[config.mk]
export PLATFORM = sky130hd
export DESIGN_NAME = clock_divider_multi
export DESIGN_NICKNAME = d
export VERILOG_FILES = /design/src/rtl/clock_divider_multi.sv
export SDC_FILE = /design/constraint.sdc
export NUM_CORES = 1
export LEC_CHECK = 0
export CAP_MARGIN = 10
export CORE_MARGIN = 4
export CORE_UTILIZATION = 65
export CTS_BUF_LIST = sky130_fd_sc_hd__clkbuf_8
export DETAILED_ROUTE_END_ITERATION = 10
export PLACE_DENSITY = 0.84
export SETUP_SLACK_MARGIN = 0.5
export SLEW_MARGIN = 40
export SYNTH_ARGS = -nofsm -noshare
export SYNTH_HDL_FRONTEND = slang
export SYNTH_SLANG_ARGS = --single-unit
[constraint.sdc]
create_clock -name clk -period 7.67 [get_ports clk]
set_clock_uncertainty 0.2 [all_clocks]
set_input_delay 1.9175 -clock clk [delete_from_list [all_inputs] [get_ports clk]]
set_output_delay 1.9175 -clock clk [all_outputs]
set_load 0.03 [all_outputs]
[src/rtl/clock_divider_multi.sv]
// NUM_CH programmable clock divider channels sharing one valid/ready config slot.
// Optional macro CLKDIV_SYNC_EN adds sync_start to phase-align all enabled channels.
module clock_divider_multi #(
    parameter int NUM_CH      = 4,
    parameter int CNT_W       = 28,
    parameter int CH_W        = 2,
    parameter int DEFAULT_DIV = 0,
    parameter int RESET_EN    = 1
) (
    input  logic              clk,
    input  logic              reset_n,
    input  logic              cfg_valid,
    output logic              cfg_ready,
    input  logic [CH_W-1:0]   cfg_ch,
    input  logic [CNT_W-1:0]  cfg_div,
    input  logic              cfg_en,
    output logic              cfg_err,
`ifdef CLKDIV_SYNC_EN
    input  logic              sync_start,
`endif
    output logic [NUM_CH-1:0] ch_clk,
    output logic [NUM_CH-1:0] ch_tick
);

    localparam logic [31:0] NUM_CH_U = 32'(NUM_CH);

    logic              pending_reg;
    logic [CH_W-1:0]   pch_reg;
    logic [CNT_W-1:0]  pdiv_reg;
    logic              pen_reg;
    logic              err_reg;
    logic [NUM_CH-1:0] apply;
    logic              accept;
    logic              ch_ok;
    logic              sync;

`ifdef CLKDIV_SYNC_EN
    assign sync = sync_start;
`else
    assign sync = 1'b0;
`endif

    assign cfg_ready = ~pending_reg;
    assign cfg_err   = err_reg;
    assign accept    = cfg_valid & ~pending_reg;
    assign ch_ok     = 32'(cfg_ch) < NUM_CH_U;

    always_ff @(posedge clk or negedge reset_n) begin
        if (!reset_n) begin
            pending_reg <= 1'b0;
            pch_reg     <= '0;
            pdiv_reg    <= '0;
            pen_reg     <= 1'b0;
            err_reg     <= 1'b0;
        end else begin
            err_reg <= accept & ~ch_ok;
            if (pending_reg && (apply != '0)) begin
                pending_reg <= 1'b0;
            end else if (accept && ch_ok) begin
                pending_reg <= 1'b1;
                pch_reg     <= cfg_ch;
                pdiv_reg    <= cfg_div;
                pen_reg     <= cfg_en;
            end
        end
    end

    genvar gi;
    generate
        for (gi = 0; gi < NUM_CH; gi++) begin : g_ch
            logic [CNT_W-1:0] cnt_reg;
            logic [CNT_W-1:0] div_reg;
            logic             en_reg;
            logic             clk_reg;
            logic             tick_reg;
            logic             at_bound;

            assign at_bound = (cnt_reg == div_reg);
            // A disabled target takes its config at once; an enabled one waits for its boundary.
            assign apply[gi] = pending_reg && (pch_reg == CH_W'(gi)) && (!en_reg || at_bound);
            assign ch_clk[gi]  = clk_reg;
            assign ch_tick[gi] = tick_reg;

            always_ff @(posedge clk or negedge reset_n) begin
                if (!reset_n) begin
                    cnt_reg  <= '0;
                    div_reg  <= CNT_W'(DEFAULT_DIV);
                    en_reg   <= (RESET_EN != 0);
                    clk_reg  <= 1'b0;
                    tick_reg <= 1'b0;
                end else begin
                    tick_reg <= 1'b0;
                    if (!en_reg || sync) begin
                        cnt_reg <= '0;
                        clk_reg <= 1'b0;
                    end else if (at_bound) begin
                        cnt_reg  <= '0;
                        clk_reg  <= (apply[gi] && !pen_reg) ? 1'b0 : ~clk_reg;
                        tick_reg <= 1'b1;
                    end else begin
                        cnt_reg <= cnt_reg + CNT_W'(1);
                    end
                    if (apply[gi]) begin
                        div_reg <= pdiv_reg;
                        en_reg  <= pen_reg;
                    end
                end
            end
        end
    endgenerate

endmodule

**Clock nets**

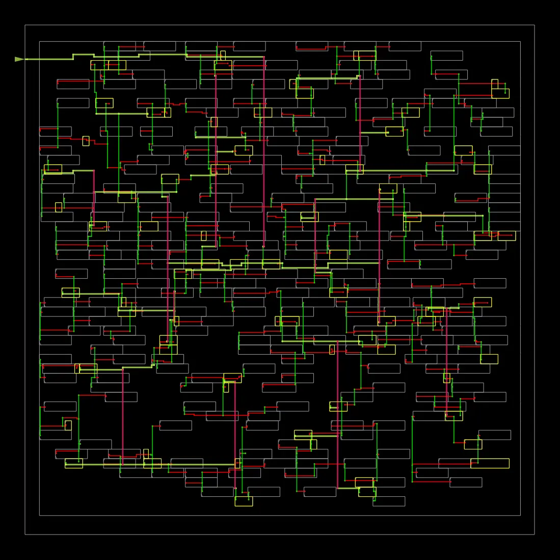
flip-flops: 268
Worst-Skew Late Latency: 0.55 ns
clkbuf count: 55
Clock group: 1.23 mW

**Sequential cells coloured by netlist name**

Other sequential cells in the stronger grey, the rest of the logic in the fainter grey.
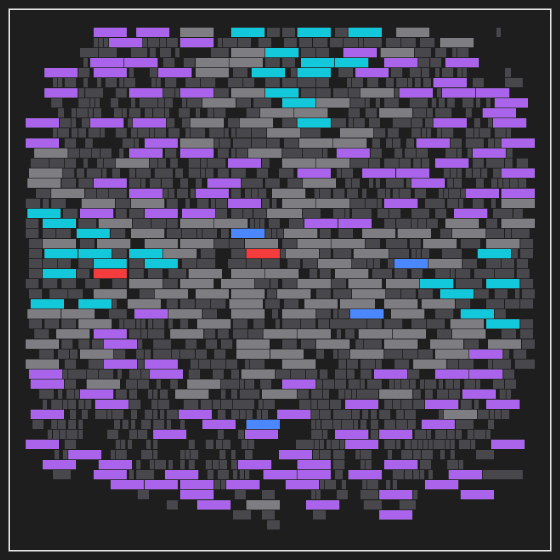
Key: red = pch_reg [flops 2]; blue = g_ch.clk_reg [flops 4, where centre]; purple = g_ch.cnt_reg [flops 112, where widely spread]; cyan = pdiv_reg [flops 28]
Final Util: 74.26%
Seq/total area: 48.16%
Seq power: 2.43 mW
Sequential Area: 0.006711 mm2

**Clock network drawn from the DEF**

The bar under the picture is 50 um long.
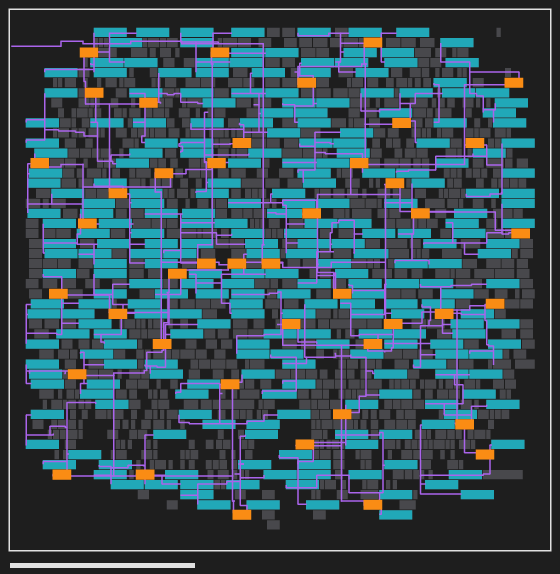
Key: purple = clock wires [length 3,270 um]; orange = clock drivers [count 43]; cyan = flip-flops [count 268]
There are 44 routed clock nets.
clock share of power: 25.6%

**Met4 routing**

Supply wires on this layer in grey.
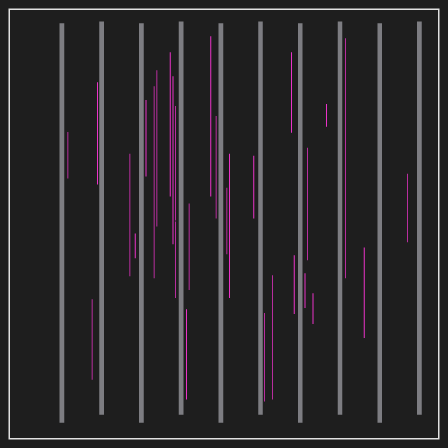
The longest straight run is 81.6 um. The layer carries 1,010 um of wire.

==> flow_summary_export.csv <==
group,metric,value,unit
status,status,"complete, no violations",
worst_setup_path,crit_type,"register to output port",
global_routing,met2_usage,42.42,%
power_and_ir_drop,power_density,345.4,mW/mm2
synthesis,top_area_share,53.24,%
synthesis,mux_share,13.19,%
clocking,ctsLongestPathBuffers,3,
power_and_ir_drop,internal_power,3.157,mW
timing,grt_setup_unrepaired,"no",
clocking,cts_hold_buf,0,
global_routing,grt_pass1_vias,8440,
synthesis,syn_area_per_cell,11.71,um2
timing,hold_viol,0,
global_routing,grt_max_degree,169,
worst_setup_path,crit_required,5.55,ns
clocking,root_buffer,"clkbuf_8",
cells_and_area,stdcell_count,1380,
power_and_ir_drop,p_comb_share,23.8,%
power_and_ir_drop,total_power,4.813,mW
timing,fin_crit,4.102,ns
cells_and_area,fin_area,0.01394,mm2
drt,topRoutingLayerUsed,"met5",
synthesis,common_cells,"dfrtp_1 (264), xor2_1 (159), nor2_1 (127)",
drt,drcViolationCount,0,
synthesis,simple_gate_share,13.10,%
worst_setup_path,crit_chain,"inv_1, clkdlybuf4s50_1",
synthesis,netlist_area,0.01241,mm2
drt,wl_met1,11980,um
die,core_area,0.01877,mm2
global_routing,grt.busiest_layer,"met2",
synthesis,xor_share,14.47,%
timing,setup_viol,0,
worst_setup_path,crit_fanout,5,
global_routing,grt_use_met1,36.16,%
drt,post_drt_via_cell_ratio,5.967,
placed_design,io_buffer_count,42,
drt,drt_iter0_drc,586,
die,rows,50,
worst_setup_path,worstSetupEndpointType,"output port",
global_routing,met3_usage,4.128,%
synthesis,adder_share,0.4033,%
placed_design,placed_area,0.01303,mm2
placed_design,dp_hpwl,18760,um
worst_setup_path,worst_ep_arrival_time,1.98,ns
worst_setup_path,crit_family,"buffers and inverters",
timing,hold_slack,0.3061,ns
cells_and_area,layout_top_cells,"dfrtp_1 (264), xor2_1 (159), nor2_1 (127)",
clocking,clock_sinks,268,
synthesis,fp_nets,1098,
worst_setup_path,critical-path-max-stage-delay,0.72,ns
timing,final.period_utilization,53.48,%
synthesis,synth_flops,268,
clocking,htree_levels,2,
synthesis,synth.area.top_cells,"dfrtp_1 (53%), xor2_1 (11%), mux2_2 (11%)",
placed_design,dp_slack,4.005,ns
timing,finalSetupTns,0,ns
drt,postRouteAntennaNets,0,
power_and_ir_drop,ir_drop,0.0002346,V
power_and_ir_drop,power_leader,"sequential cells",
placed_design,gp_congestion,0.8448,
cells_and_area,final_common_cell,"dfrtp_1",
die,die_width,146.2,um
clocking,clk_pin_slew_worst_paths,0.06,ns
power_and_ir_drop,netSwitchingFraction,34.41,%
power_and_ir_drop,p_sw,1.656,mW
drt,met2WireLength,13370,um
synthesis,async_reset_ff_share,100.0,%
synthesis,yosys_area,0.01241,mm2
synthesis,yosys_cells,1060,
global_routing,grt_first_pass_wirelength,44350,um
flow_run,openroad.warnings,30,
cells_and_area,num_antenna_cells,0,
synthesis,top_logic_kind,"XOR/XNOR gates",
clocking,cts_resized,0,
timing,max-slew-margin-rel,47.08,%
power_and_ir_drop,p_seq_share,50.5,%
cells_and_area,nets,1151,
placed_design,dpl.cell_count,1301,
global_routing,grt_use_total,26.19,%
timing,drv_slew,0,
timing,fmax,0.2438,GHz
power_and_ir_drop,comb_cell_power,1.15,mW
flow_run,cap_violations,0,
clocking,cts-buffers-inserted,43,
synthesis,edf_count,0,
global_routing,grt_overflow,0,
power_and_ir_drop,leakage,6.520,nW
synthesis,synth-warning-count,0,
synthesis,top_cell,"dfrtp_1",
die,floorplanUtilization,66.12,%
synthesis,ys_seq_share,54.08,%
synthesis,ys_types,42,
worst_setup_path,path_buffers,2,
synthesis,synth_top_cell_by_area,"dfrtp_1",
drt,totalWireLength,27910,um
die,die_h,146.2,um
drt,routedWlPerCell,20.22,um
global_routing,antenna_found_initial,1,
timing,tightest_slew,0.7872,ns
hold_path,hold_path_class,"register to register",
cells_and_area,drive_gt1_share,19.28,%
synthesis,synth_top_flop_cell,"dfrtp_1",
cells_and_area,area_growth,12.31,%
synthesis,compound_area_share,2.309,%
clocking,cts_tree,"yes",
worst_setup_path,crit_path_top_delay_cell,"clkdlybuf4s50_1",
drt,met3_length,1533,um
drt,dr_total_vias,8235,
die,io-pin-count,44,
synthesis,postSynthCellCount,1060,
clocking,post-cts-setup-buffers,0,
die,dieArea,0.02137,mm2
drt,dr.pass1.iters,7,
worst_setup_path,setup.worst_path.start_class,"register",
timing,fin_ws,3.568,ns
worst paths after layout:
check                                    start                  end  slack [ns]  depth (start not counted)
setup / recovery                   pending_reg            cfg_ready        3.57                          2
hold / removal             g_ch[3].div_reg[10]  g_ch[3].div_reg[10]        0.31                          1
setup reg to reg           g_ch[0].cnt_reg[24]   g_ch[0].div_reg[7]        4.31                          6
hold reg to reg            g_ch[3].div_reg[10]  g_ch[3].div_reg[10]        0.31                          1
max in group asynchronous              reset_n   g_ch[2].cnt_reg[8]        4.70                          3
min in group asynchronous              reset_n  g_ch[3].cnt_reg[20]        1.20                          1
cell type report:
type                    count  area, um2
multi-input cells         731       5446
inverters                  19      71.32
clock buffers              55      757.0
flip-flops and latches    268       6711
well taps                 234      292.8
fillers                  1211       4831
repair buffers             50      533.0
clock inverters            23      125.1
Power and IR drop assume default switching activity.
